`src/rtl/pdp11_instr_encoder_if.sv`:
```
// Request and memory-write bus between a PDP-11 instruction encoder and its
// requester/sink.
//   master : the requester and write sink (drives req_*, addr_load*, wr_ready)
//   slave  : the encoder (drives req_ready, wr_*, err)
interface pdp11_instr_encoder_if #(
  parameter int unsigned ADDR_W = 16
);
  logic              req_valid;
  logic              req_ready;
  logic [31:0]       req_mnem;
  logic [2:0]        req_smod;
  logic [2:0]        req_sreg;
  logic [2:0]        req_dmod;
  logic [2:0]        req_dreg;
  logic [7:0]        req_ofst;
  logic [15:0]       req_sext;
  logic [15:0]       req_dext;
  logic              addr_load;
  logic [ADDR_W-1:0] addr_load_val;
  logic              wr_valid;
  logic              wr_ready;
  logic [ADDR_W-1:0] wr_addr;
  logic [15:0]       wr_data;
  logic              wr_last;
  logic              err;

  modport master (
    output req_valid, req_mnem, req_smod, req_sreg, req_dmod, req_dreg, req_ofst,
    output req_sext, req_dext, addr_load, addr_load_val, wr_ready,
    input  req_ready, wr_valid, wr_addr, wr_data, wr_last, err
  );

  modport slave (
    input  req_valid, req_mnem, req_smod, req_sreg, req_dmod, req_dreg, req_ofst,
    input  req_sext, req_dext, addr_load, addr_load_val, wr_ready,
    output req_ready, wr_valid, wr_addr, wr_data, wr_last, err
  );
endinterface

```
`src/rtl/pdp11_instr_encoder.sv`:
```
// Turns a symbolic PDP-11 instruction request into its binary words (opcode,
// then optional source and destination extension words) and streams them out
// at consecutive even byte addresses.
//   clk     : clock, posedge
//   reset_n : synchronous active-low reset
//   bus     : request in (req_*), write-address load (addr_load*),
//             word stream out (wr_*), one-cycle reject pulse (err)
// Mnemonic numbering of req_mnem (0-based):
//   MOV CMP BIT BIC BIS ADD MOVB CMPB BITB BICB BISB SUB            0..11
//   BR BNE BEQ BGE BLT BGT BLE BPL BMI BHI BLOS BVC BVS BCC BCS    12..26
//   CLR COM INC DEC NEG ADC SBC TST ROR ROL ASR ASL                27..38
//   the same twelve byte forms (CLRB..ASLB)                        39..50
//   JSR RTS JMP SWAB                                               51..54
//   HALT NOP CLC CLV CLZ CLN SEC SEV SEZ SEN                       55..64
module pdp11_instr_encoder #(
  parameter int unsigned       ADDR_W    = 16,
  parameter logic [ADDR_W-1:0] BASE_ADDR = 16'o001000
) (
  input logic                   clk,
  input logic                   reset_n,
  pdp11_instr_encoder_if.slave  bus
);

  localparam logic [ADDR_W-1:0] AlignMask = ~ADDR_W'(1);
  localparam logic [ADDR_W-1:0] ResetAddr = BASE_ADDR & AlignMask;

  localparam logic [31:0] MnAdd  = 32'd5;
  localparam logic [31:0] MnSub  = 32'd11;
  localparam logic [31:0] MnBr   = 32'd12;
  localparam logic [31:0] MnBle  = 32'd18;
  localparam logic [31:0] MnBpl  = 32'd19;
  localparam logic [31:0] MnBcs  = 32'd26;
  localparam logic [31:0] MnClr  = 32'd27;
  localparam logic [31:0] MnAsl  = 32'd38;
  localparam logic [31:0] MnClrb = 32'd39;
  localparam logic [31:0] MnAslb = 32'd50;
  localparam logic [31:0] MnJsr  = 32'd51;
  localparam logic [31:0] MnRts  = 32'd52;
  localparam logic [31:0] MnJmp  = 32'd53;
  localparam logic [31:0] MnSwab = 32'd54;
  localparam logic [31:0] MnHalt = 32'd55;
  localparam logic [31:0] MnSen  = 32'd64;

  typedef enum logic [1:0] {StIdle, StOp, StSx, StDx} state_e;

  // Indexed/indirect modes, and immediate/absolute through the PC.
  function automatic logic need_ext(input logic [2:0] mode, input logic [2:0] rn);
    return (mode == 3'd6) || (mode == 3'd7) || ((rn == 3'd7) && ((mode == 3'd2) || (mode == 3'd3)));
  endfunction

  logic [31:0] mn;
  logic [5:0]  ss, dd;
  logic [15:0] op_word;
  logic        legal, src_ext, dst_ext;

  assign mn = bus.req_mnem;
  assign ss = {bus.req_smod, bus.req_sreg};
  assign dd = {bus.req_dmod, bus.req_dreg};

  always_comb begin
    op_word = '0;
    legal   = 1'b1;
    src_ext = 1'b0;
    dst_ext = 1'b0;
    if (mn <= MnSub) begin
      // Word forms map to 1..6, byte forms and SUB to 9..14.
      op_word = {((mn <= MnAdd) ? 4'(mn + 32'd1) : 4'(mn + 32'd3)), ss, dd};
      src_ext = need_ext(bus.req_smod, bus.req_sreg);
      dst_ext = need_ext(bus.req_dmod, bus.req_dreg);
    end else if (mn <= MnBle) begin
      op_word = 16'((mn - MnBr + 32'd1) << 8) | {8'h00, bus.req_ofst};
    end else if (mn <= MnBcs) begin
      op_word = 16'o100000 | 16'((mn - MnBpl) << 8) | {8'h00, bus.req_ofst};
    end else if (mn <= MnAsl) begin
      op_word = (16'o005000 + 16'((mn - MnClr) << 6)) | {10'b0, dd};
      dst_ext = need_ext(bus.req_dmod, bus.req_dreg);
    end else if (mn <= MnAslb) begin
      op_word = (16'o105000 + 16'((mn - MnClrb) << 6)) | {10'b0, dd};
      dst_ext = need_ext(bus.req_dmod, bus.req_dreg);
    end else if (mn == MnJsr) begin
      op_word = 16'o004000 | {7'b0, bus.req_sreg, dd};
      dst_ext = need_ext(bus.req_dmod, bus.req_dreg);
      legal   = (bus.req_dmod != 3'd0);
    end else if (mn == MnRts) begin
      op_word = 16'o000200 | {13'b0, bus.req_dreg};
    end else if (mn == MnJmp) begin
      op_word = 16'o000100 | {10'b0, dd};
      dst_ext = need_ext(bus.req_dmod, bus.req_dreg);
      legal   = (bus.req_dmod != 3'd0);
    end else if (mn == MnSwab) begin
      op_word = 16'o000300 | {10'b0, dd};
      dst_ext = need_ext(bus.req_dmod, bus.req_dreg);
    end else if (mn <= MnSen) begin
      case (4'(mn - MnHalt))
        4'd0:    op_word = 16'o000000;
        4'd1:    op_word = 16'o000240;
        4'd2:    op_word = 16'o000241;
        4'd3:    op_word = 16'o000242;
        4'd4:    op_word = 16'o000244;
        4'd5:    op_word = 16'o000250;
        4'd6:    op_word = 16'o000261;
        4'd7:    op_word = 16'o000262;
        4'd8:    op_word = 16'o000264;
        default: op_word = 16'o000270;
      endcase
    end else begin
      legal = 1'b0;
    end
  end

  state_e            state_q;
  logic              ready_q, valid_q, last_q, err_q, sx_q, dx_q;
  logic [ADDR_W-1:0] addr_q;
  logic [15:0]       data_q, sext_q, dext_q;

  always_ff @(posedge clk) begin
    if (!reset_n) begin
      state_q <= StIdle;
      ready_q <= 1'b0;
      valid_q <= 1'b0;
      last_q  <= 1'b0;
      err_q   <= 1'b0;
      sx_q    <= 1'b0;
      dx_q    <= 1'b0;
      addr_q  <= ResetAddr;
      data_q  <= '0;
      sext_q  <= '0;
      dext_q  <= '0;
    end else begin
      err_q <= 1'b0;
      unique case (state_q)
        StIdle: begin
          ready_q <= 1'b1;
          if (bus.addr_load) addr_q <= bus.addr_load_val & AlignMask;
          if (bus.req_valid && ready_q) begin
            if (legal) begin
              state_q <= StOp;
              ready_q <= 1'b0;
              valid_q <= 1'b1;
              data_q  <= op_word;
              last_q  <= !(src_ext || dst_ext);
              sx_q    <= src_ext;
              dx_q    <= dst_ext;
              sext_q  <= bus.req_sext;
              dext_q  <= bus.req_dext;
            end else begin
              err_q <= 1'b1;
            end
          end
        end
        StOp, StSx, StDx: begin
          if (bus.wr_ready) begin
            addr_q <= addr_q + ADDR_W'(2);
            if (state_q == StOp && sx_q) begin
              state_q <= StSx;
              data_q  <= sext_q;
              last_q  <= !dx_q;
            end else if (state_q != StDx && dx_q) begin
              state_q <= StDx;
              data_q  <= dext_q;
              last_q  <= 1'b1;
            end else begin
              state_q <= StIdle;
              valid_q <= 1'b0;
              last_q  <= 1'b0;
              ready_q <= 1'b1;
            end
          end
        end
      endcase
    end
  end

  assign bus.req_ready = ready_q;
  assign bus.wr_valid  = valid_q;
  assign bus.wr_addr   = addr_q;
  assign bus.wr_data   = data_q;
  assign bus.wr_last   = last_q;
  assign bus.err       = err_q;

endmodule

```
`src/flat_wrapper.sv`:
```
// flat-port wrapper written by rule: the top's interface ports become plain ports
module pdp11_instr_encoder_flat 
#(
  parameter int unsigned       ADDR_W    = 16,
  parameter logic [ADDR_W-1:0] BASE_ADDR = 16'o001000
)
  (clk, reset_n, bus_req_valid, bus_req_mnem, bus_req_smod, bus_req_sreg, bus_req_dmod, bus_req_dreg, bus_req_ofst, bus_req_sext, bus_req_dext, bus_addr_load, bus_addr_load_val, bus_wr_ready, bus_req_ready, bus_wr_valid, bus_wr_addr, bus_wr_data, bus_wr_last, bus_err);
  pdp11_instr_encoder_if #(.ADDR_W(ADDR_W)) bus_i ();
  input logic clk;
  input logic reset_n;
  input wire logic [$bits(bus_i.req_valid)-1:0] bus_req_valid;
  input wire logic [$bits(bus_i.req_mnem)-1:0] bus_req_mnem;
  input wire logic [$bits(bus_i.req_smod)-1:0] bus_req_smod;
  input wire logic [$bits(bus_i.req_sreg)-1:0] bus_req_sreg;
  input wire logic [$bits(bus_i.req_dmod)-1:0] bus_req_dmod;
  input wire logic [$bits(bus_i.req_dreg)-1:0] bus_req_dreg;
  input wire logic [$bits(bus_i.req_ofst)-1:0] bus_req_ofst;
  input wire logic [$bits(bus_i.req_sext)-1:0] bus_req_sext;
  input wire logic [$bits(bus_i.req_dext)-1:0] bus_req_dext;
  input wire logic [$bits(bus_i.addr_load)-1:0] bus_addr_load;
  input wire logic [$bits(bus_i.addr_load_val)-1:0] bus_addr_load_val;
  input wire logic [$bits(bus_i.wr_ready)-1:0] bus_wr_ready;
  output wire logic [$bits(bus_i.req_ready)-1:0] bus_req_ready;
  output wire logic [$bits(bus_i.wr_valid)-1:0] bus_wr_valid;
  output wire logic [$bits(bus_i.wr_addr)-1:0] bus_wr_addr;
  output wire logic [$bits(bus_i.wr_data)-1:0] bus_wr_data;
  output wire logic [$bits(bus_i.wr_last)-1:0] bus_wr_last;
  output wire logic [$bits(bus_i.err)-1:0] bus_err;
  assign bus_i.req_valid = bus_req_valid;
  assign bus_i.req_mnem = bus_req_mnem;
  assign bus_i.req_smod = bus_req_smod;
  assign bus_i.req_sreg = bus_req_sreg;
  assign bus_i.req_dmod = bus_req_dmod;
  assign bus_i.req_dreg = bus_req_dreg;
  assign bus_i.req_ofst = bus_req_ofst;
  assign bus_i.req_sext = bus_req_sext;
  assign bus_i.req_dext = bus_req_dext;
  assign bus_i.addr_load = bus_addr_load;
  assign bus_i.addr_load_val = bus_addr_load_val;
  assign bus_i.wr_ready = bus_wr_ready;
  assign bus_req_ready = bus_i.req_ready;
  assign bus_wr_valid = bus_i.wr_valid;
  assign bus_wr_addr = bus_i.wr_addr;
  assign bus_wr_data = bus_i.wr_data;
  assign bus_wr_last = bus_i.wr_last;
  assign bus_err = bus_i.err;
  pdp11_instr_encoder #(.ADDR_W(ADDR_W), .BASE_ADDR(BASE_ADDR)) u_core (.clk(clk), .reset_n(reset_n), .bus(bus_i));
endmodule
```
`config.mk`:
```
export PLATFORM = sky130hd
export DESIGN_NAME = pdp11_instr_encoder_flat
export DESIGN_NICKNAME = d
export VERILOG_FILES = /design/src/rtl/pdp11_instr_encoder_if.sv /design/src/rtl/pdp11_instr_encoder.sv /design/src/flat_wrapper.sv
export SDC_FILE = /design/constraint.sdc
export NUM_CORES = 1
export LEC_CHECK = 0
export CAP_MARGIN = 10
export CORE_AREA = 2 2 115 117
export DETAILED_ROUTE_END_ITERATION = 12
export DIE_AREA = 0 0 117 119
export PLACE_DENSITY_LB_ADDON = 0.1
export REMOVE_ABC_BUFFERS = 1
export SLEW_MARGIN = 20
export SYNTH_ARGS = -nofsm -noshare
export SYNTH_HDL_FRONTEND = slang
export SYNTH_SLANG_ARGS = --single-unit
```
`constraint.sdc`:
```
create_clock -name clk -period 4 [get_ports clk]
set_input_delay 0.4 -clock clk [delete_from_list [all_inputs] [get_ports clk]]
set_output_delay 0.4 -clock clk [all_outputs]
set_load 0.01 [all_outputs]
```
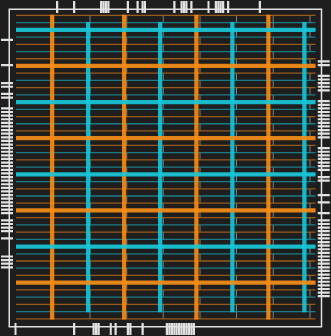
Fig. 1. Floorplan with the power grid (run 1).
Pins as bars on the die edge. Tap cells in grey.
[orange] VSS
[cyan] VDD
tap cells: 176
signal pins: 141
met1 rails: 43
met4 straps: 8
met5 straps: 8

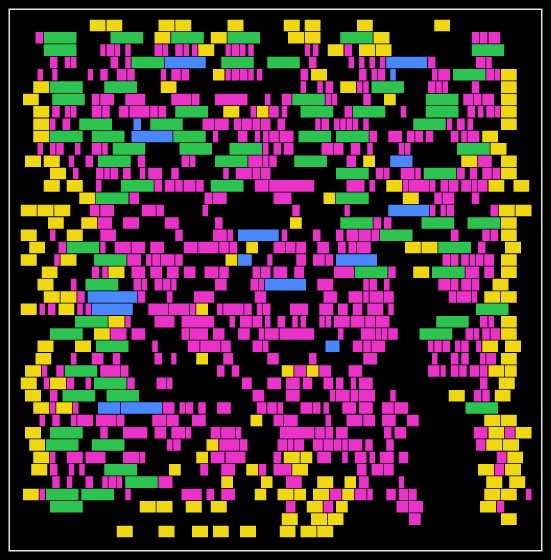
Fig. 2. Placement by cell class (run 1).
[blue] clock drivers and dummy loads | cells: 16 | share of their area: 4.7%
[yellow] other buffers and delay cells | cells: 164 | share of their area: 24%
[magenta] combinational and other logic | cells: 550 | share of their area: 50%
[green] flops | cells: 71 | share of their area: 21%

==> metrics.yaml, run 1 <==
timing.rr.start: "u_core.state_q[0]$_SDFFE_PN0P_"
placed_cell_area_um2: 6530
simple_gate_area_share_pct: 25.9
mi_logic_area_um2: 3270
cts_hold_buf: 0
hold_violations: 0
yosys_cells: 676
layout.comb_gates.multi_input: 538
async_flop_share_pct: 0
power.internal_w: 0.00141
clock_power_share_pct: 44.2
crit_end: "u_core.bus.wr_data[15]$_SDFFE_PN0P_"
min_path_cells: 2
clkSlewWorstSetupHoldPaths_ps: 60
ios: 141
outcome: "complete, no violations"
reg2reg_depth: 4
fin_ws_ps: 510
p_total_w: 0.00189
drt_iter0_drc: 569
layout.cells.most_common: "clkdlybuf4s50_1"
slew_violations: 0
arrival_ps: 3720
grt_util_met1_pct: 33.3
vias: 5679
dr_wl_met2_um: 8050
comb_power_share_pct: 17.4
dp_hpwl_um: 13000
wire_per_inst_um: 17.9
pwr.group.clock_w: 0.000836
drc: 0
tns_ps: 0
path_buffers: 2
area_growth_syn_to_layout_pct: 36.3
r2r_setup_slack_ps: 1570
first_global_vias: 5422
cap_violations: 0
p_seq_w: 0.000729
die_w_um: 117
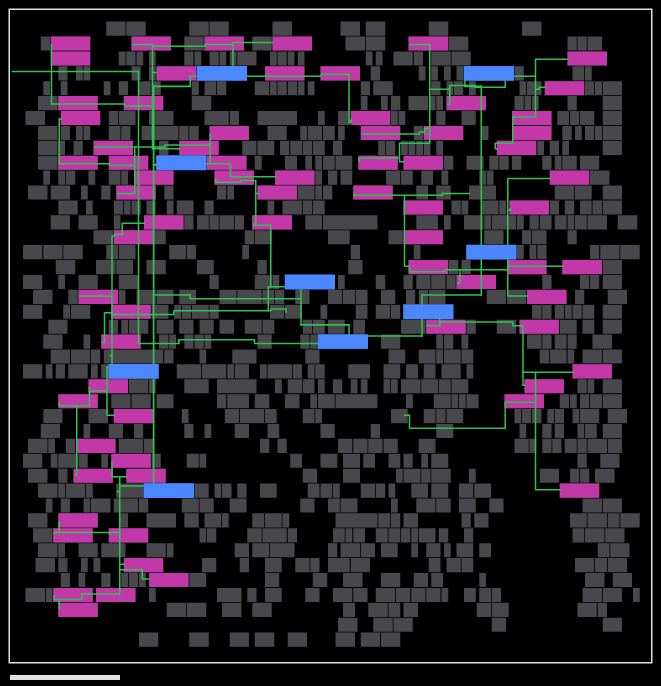
Fig. 3. Clock wires, drivers and flops (run 1).
The bar under the picture is 20 µm long.
[magenta] flip-flops | count: 71
[green] clock wires | length: 1080 µm
[blue] clock drivers | count: 9
flops lie: spread over the die
routed clock nets: 10

## run 1: Yosys cell counts (7+ instances only)
cell        n  area (µm²)
clkbuf_1   25        93.8
nand3_1    23         115
nor2_1     49         184
xnor2_1    11        96.3
and2_1      7        43.8
a31oi_1    11        68.8
dfxtp_1    71        1420
ha_1       11         138
buf_2      11        55.1
inv_1      12        45.0
o211ai_1    8        60.1
o21ai_0    34         170
nand4_1    12        75.1
o21ai_1     9        45.0
nand2_1   105         394
and3_1     14        87.6
o31ai_1     7        52.6
buf_1       8        30.0
a211o_1     8        70.1
nor3_1     16        80.1
a211oi_1    7        52.6
a31oi_2     7        87.6
a21oi_1    81         405
nor4_1     10        62.6
==> run 2, diff against run 1 <==
==> constraint.sdc (replaced) <==
create_clock -name clk -period 4 [get_ports clk]
set_input_delay 0.4 -clock clk [delete_from_list [all_inputs] [get_ports clk]]
set_output_delay 0.4 -clock clk [all_outputs]
set_load 0.05 [all_outputs]
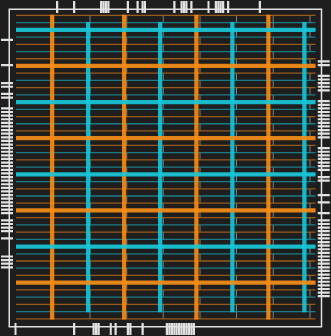
Fig. 4. Floorplan with the power grid (run 2).
Pins as bars on the die edge. Tap cells in grey.
[cyan] VDD
[orange] VSS
met5 straps: 8
met4 straps: 8

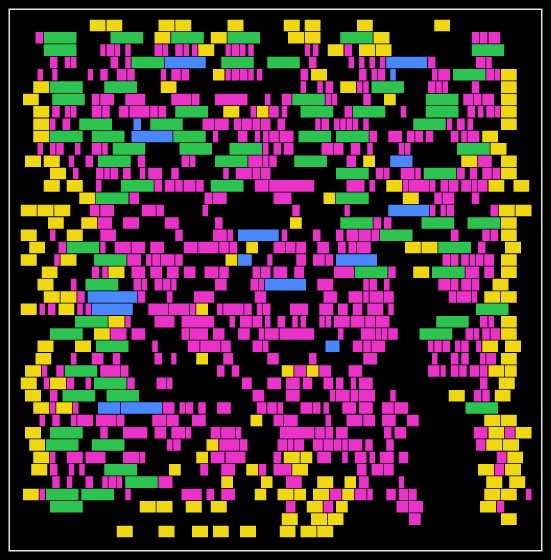
Fig. 5. Placement by cell class (run 2).
[blue] clock drivers and dummy loads | cells: 16 | share of their area: 4.7%
[yellow] other buffers and delay cells | cells: 164 | share of their area: 24%
[green] flops | cells: 71 | share of their area: 21%
[magenta] combinational and other logic | cells: 550 | share of their area: 50%

==> run 2 against run 1 <==
  * Synthesized area is the same
  * First-iteration DRC count is the same
  * Cell area did not move
  * Worst setup slack is the same
  * Worst hold slack did not move
  * Register-to-register slack hardly changed
  * Cell count is the same
  * Synthesized cell count stayed put
  * Clock skew did not move
  * Combinational power increased by 9.7%
  * Die area unchanged
  * Critical path depth stayed put
==> metrics.yaml, run 2 <==
cap_violations: 0  # unchanged
yosys_cells: 676  # unchanged
worstReg2RegEnd: "u_core.bus.wr_data[11]$_SDFFE_PN0P_"  # unchanged
slew_violations: 0  # unchanged
cts_inserted_buffers: 9  # unchanged
r2r_setup_slack_ps: 1570  # about the same
vias: 5679  # unchanged
power.internal_w: 0.00141  # about the same
timing.rr.start: "u_core.state_q[0]$_SDFFE_PN0P_"  # unchanged
synth_top_cell_by_area: "dfxtp_1"  # unchanged
area_growth_syn_to_layout_pct: 36.3  # unchanged
p_seq_w: 0.000729  # about the same
crit_end: "u_core.bus.wr_data[15]$_SDFFE_PN0P_"  # unchanged
placed_cell_area_um2: 6530  # unchanged
top_cell: "nand2_1"  # unchanged
tns_ps: 0  # unchanged
outcome: "complete, no violations"  # unchanged
wire_per_inst_um: 17.9  # unchanged
clkSlewWorstSetupHoldPaths_ps: 60  # about the same
top_cells_by_count: "105 x nand2_1, 81 x a21oi_1, 71 x dfxtp_1"  # unchanged
min_path_cells: 2  # unchanged
drt_iter0_drc: 569  # unchanged
drc: 0  # unchanged
layout.cells.most_common: "clkdlybuf4s50_1"  # unchanged
reg2reg_depth: 4  # unchanged
path_buffers: 2  # unchanged
dp_hpwl_um: 13000  # unchanged
synth.top_cell.area_share_pct: 28.3  # unchanged
cts_hold_buf: 0  # unchanged
vias_per_cell: 5.81  # unchanged
hold_violations: 0  # unchanged
p_total_w: 0.00193  # was 0.00189 W
ios: 141  # unchanged
fin_ws_ps: 510  # unchanged
comb_power_share_pct: 18.7  # was 17.4%
async_flop_share_pct: 0  # unchanged
first_global_vias: 5422  # unchanged
die_w_um: 117  # unchanged
simple_gate_area_share_pct: 25.9  # unchanged
pwr.group.clock_w: 0.000836  # about the same
run 2: cell counts in the layout (fill, tap and decap cells not counted):
No cell type changed its count.
run 2: routing by layer:
metal / GRT usage [%] / up-vias / routed length, µm / share of wire (%)
met5: 0 / - / 0 / 0
met4: 9.04 / 0 / 431 / 2.5
met3: 4.38 / 30 / 1320 / 7.5
met2: 40.9 / 244 / 8050 / 46
met1: 33.3 / 2657 / 7650 / 44
li1: - / 2748 / - / -
run 2: cell type report:
type / count / share of cell area, %
Timing Repair Buffer: 164 / 23.1
Inverter: 12 / 0.659
Tap cell: 176 / 3.22
Clock inverter: 4 / 0.769
Sequential cell: 71 / 20.8
Multi-Input combinational cell: 538 / 47.8
Clock buffer: 12 / 3.75
Fig. 6: run 2, routing congestion map
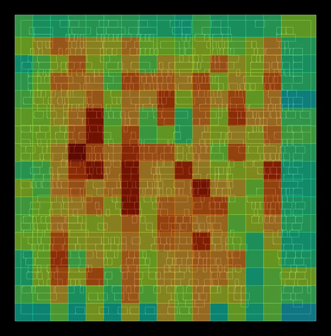

==> run 3, diff against run 2 <==
--- a/config.mk
+++ b/config.mk
@@ -9,7 +9,7 @@
 export CORE_AREA = 2 2 115 117
 export DETAILED_ROUTE_END_ITERATION = 12
 export DIE_AREA = 0 0 117 119
-export PLACE_DENSITY_LB_ADDON = 0.1
+export PLACE_DENSITY = 0.76
 export REMOVE_ABC_BUFFERS = 1
 export SLEW_MARGIN = 20
 export SYNTH_ARGS = -nofsm -noshare
==> constraint.sdc (replaced) <==
create_clock -name clk -period 2.9 [get_ports clk]
set_input_delay 0.29 -clock clk [delete_from_list [all_inputs] [get_ports clk]]
set_output_delay 0.29 -clock clk [all_outputs]
set_load 0.05 [all_outputs]
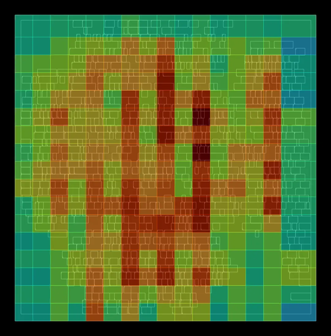
Fig. 7. Routing congestion map (run 3).
gr usage total: 25.0%
final core occ: 58.1%
grt met1 use: 32.8%
GRT met3 Usage: 5.14%
most used routing layer: met2

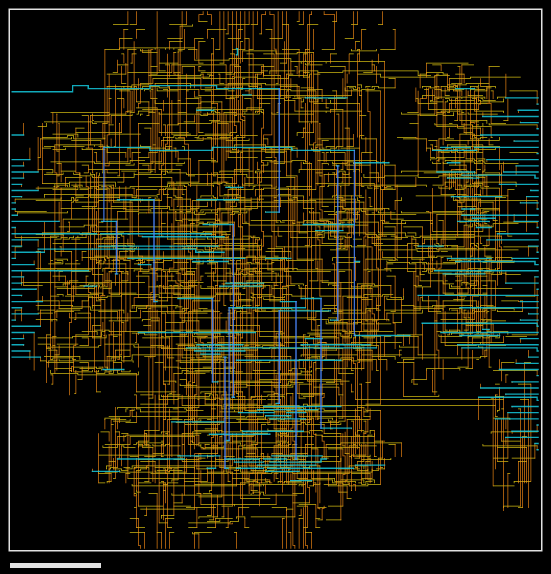
Fig. 8. Wiring by layer (run 3).
The bar under the picture is 20 µm long.
[cyan] metal 3 | wire length: 1500 µm
[yellow] metal 1 | wire length: 7560 µm
[blue] metal 4 | wire length: 346 µm
[orange] metal 2 | wire length: 8250 µm

==> run 3 against run 2 <==
  * Utilization rose by 5.0 points
  * Cell area rose by 9.3%
  * Largest power group unchanged
  * Critical path depth fell by 2
  * Power rose by 35%
  * Register-to-register slack got worse by 890 ps
  * Critical endpoint is now u_core.bus.wr_data[13]$_SDFFE_PN0P_
  * Non-clock buffer count rose by 76
  * Wire length rose by 1.2%
  * Sequential power rose by 39%
  * Combinational power rose by 55%
  * Worst hold slack got worse by 5.3 ps
  * Global-route usage fell by 0.18 points
==> metrics.yaml, run 3 <==
wire_per_inst_um: 16.8  # was 17.9 µm
drt_iter0_drc: 635  # was 569
clkbuf_count: 13  # was 12
simple_gate_area_share_pct: 25.9  # unchanged
mi_logic_area_um2: 3340  # was 3270 µm²
dr_wl_met2_um: 8250  # was 8050 µm
ios: 141  # unchanged
layout.comb_gates.multi_input: 538  # unchanged
gr-usage-met2_pct: 41.2  # was 40.9%
arrival_ps: 3030  # was 3720 ps
sh_comb_area_pct: 44.6  # was 47.8%
clkSlewWorstSetupHoldPaths_ps: 60  # about the same
inverters: 12  # unchanged
fin_ws_ps: 118  # was 510 ps
hold_violations: 0  # unchanged
reg2reg_depth: 7  # was 4
top_cell: "nand2_1"  # unchanged
dominant-cell-class: "combinational gates"  # unchanged
n_all_buffers: 240  # was 164
yosys-top-cells-area: "dfxtp_1 28%, a21oi_1 8.1%, nand2_1 7.9%"  # unchanged
async_flop_share_pct: 0  # unchanged
first_global_vias: 5454  # was 5422
drc: 0  # unchanged
cts_inserted_buffers: 9  # unchanged
cap_violations: 0  # unchanged
layout.cells.most_common: "clkdlybuf4s50_1"  # unchanged
p_seq_w: 0.00101  # was 0.000729 W
outcome: "complete, no violations"  # unchanged
tns_ps: 0  # unchanged
clock_power_share_pct: 39.7  # was 43.4%
comb_power_share_pct: 21.5  # was 18.7%
==> run 3: cell counts after synthesis <==
Identical to the previous run, type by type.
==> run 3: worst max-delay path by stage <==
stage	from	to	slack, ps	depth (start not counted)
2_1_floorplan	bus_req_mnem[13]	u_core.bus.wr_data[0]$_SDFFE_PN0P_	-160	7
3_3_place_gp	bus_req_mnem[15]	u_core.bus.wr_data[15]$_SDFFE_PN0P_	-380	14
3_5_place_dp	bus_req_mnem[28]	u_core.bus.wr_data[15]$_SDFFE_PN0P_	-490	14
4_1_cts	bus_req_mnem[30]	u_core.bus.wr_data[15]$_SDFFE_PN0P_	20	14
5_1_grt	bus_req_mnem[5]	u_core.bus.wr_data[15]$_SDFFE_PN0P_	-30	13
6_report	bus_req_mnem[1]	u_core.bus.wr_data[13]$_SDFFE_PN0P_	120	12
No activity file was given, so power comes from the tool's default toggle rates.
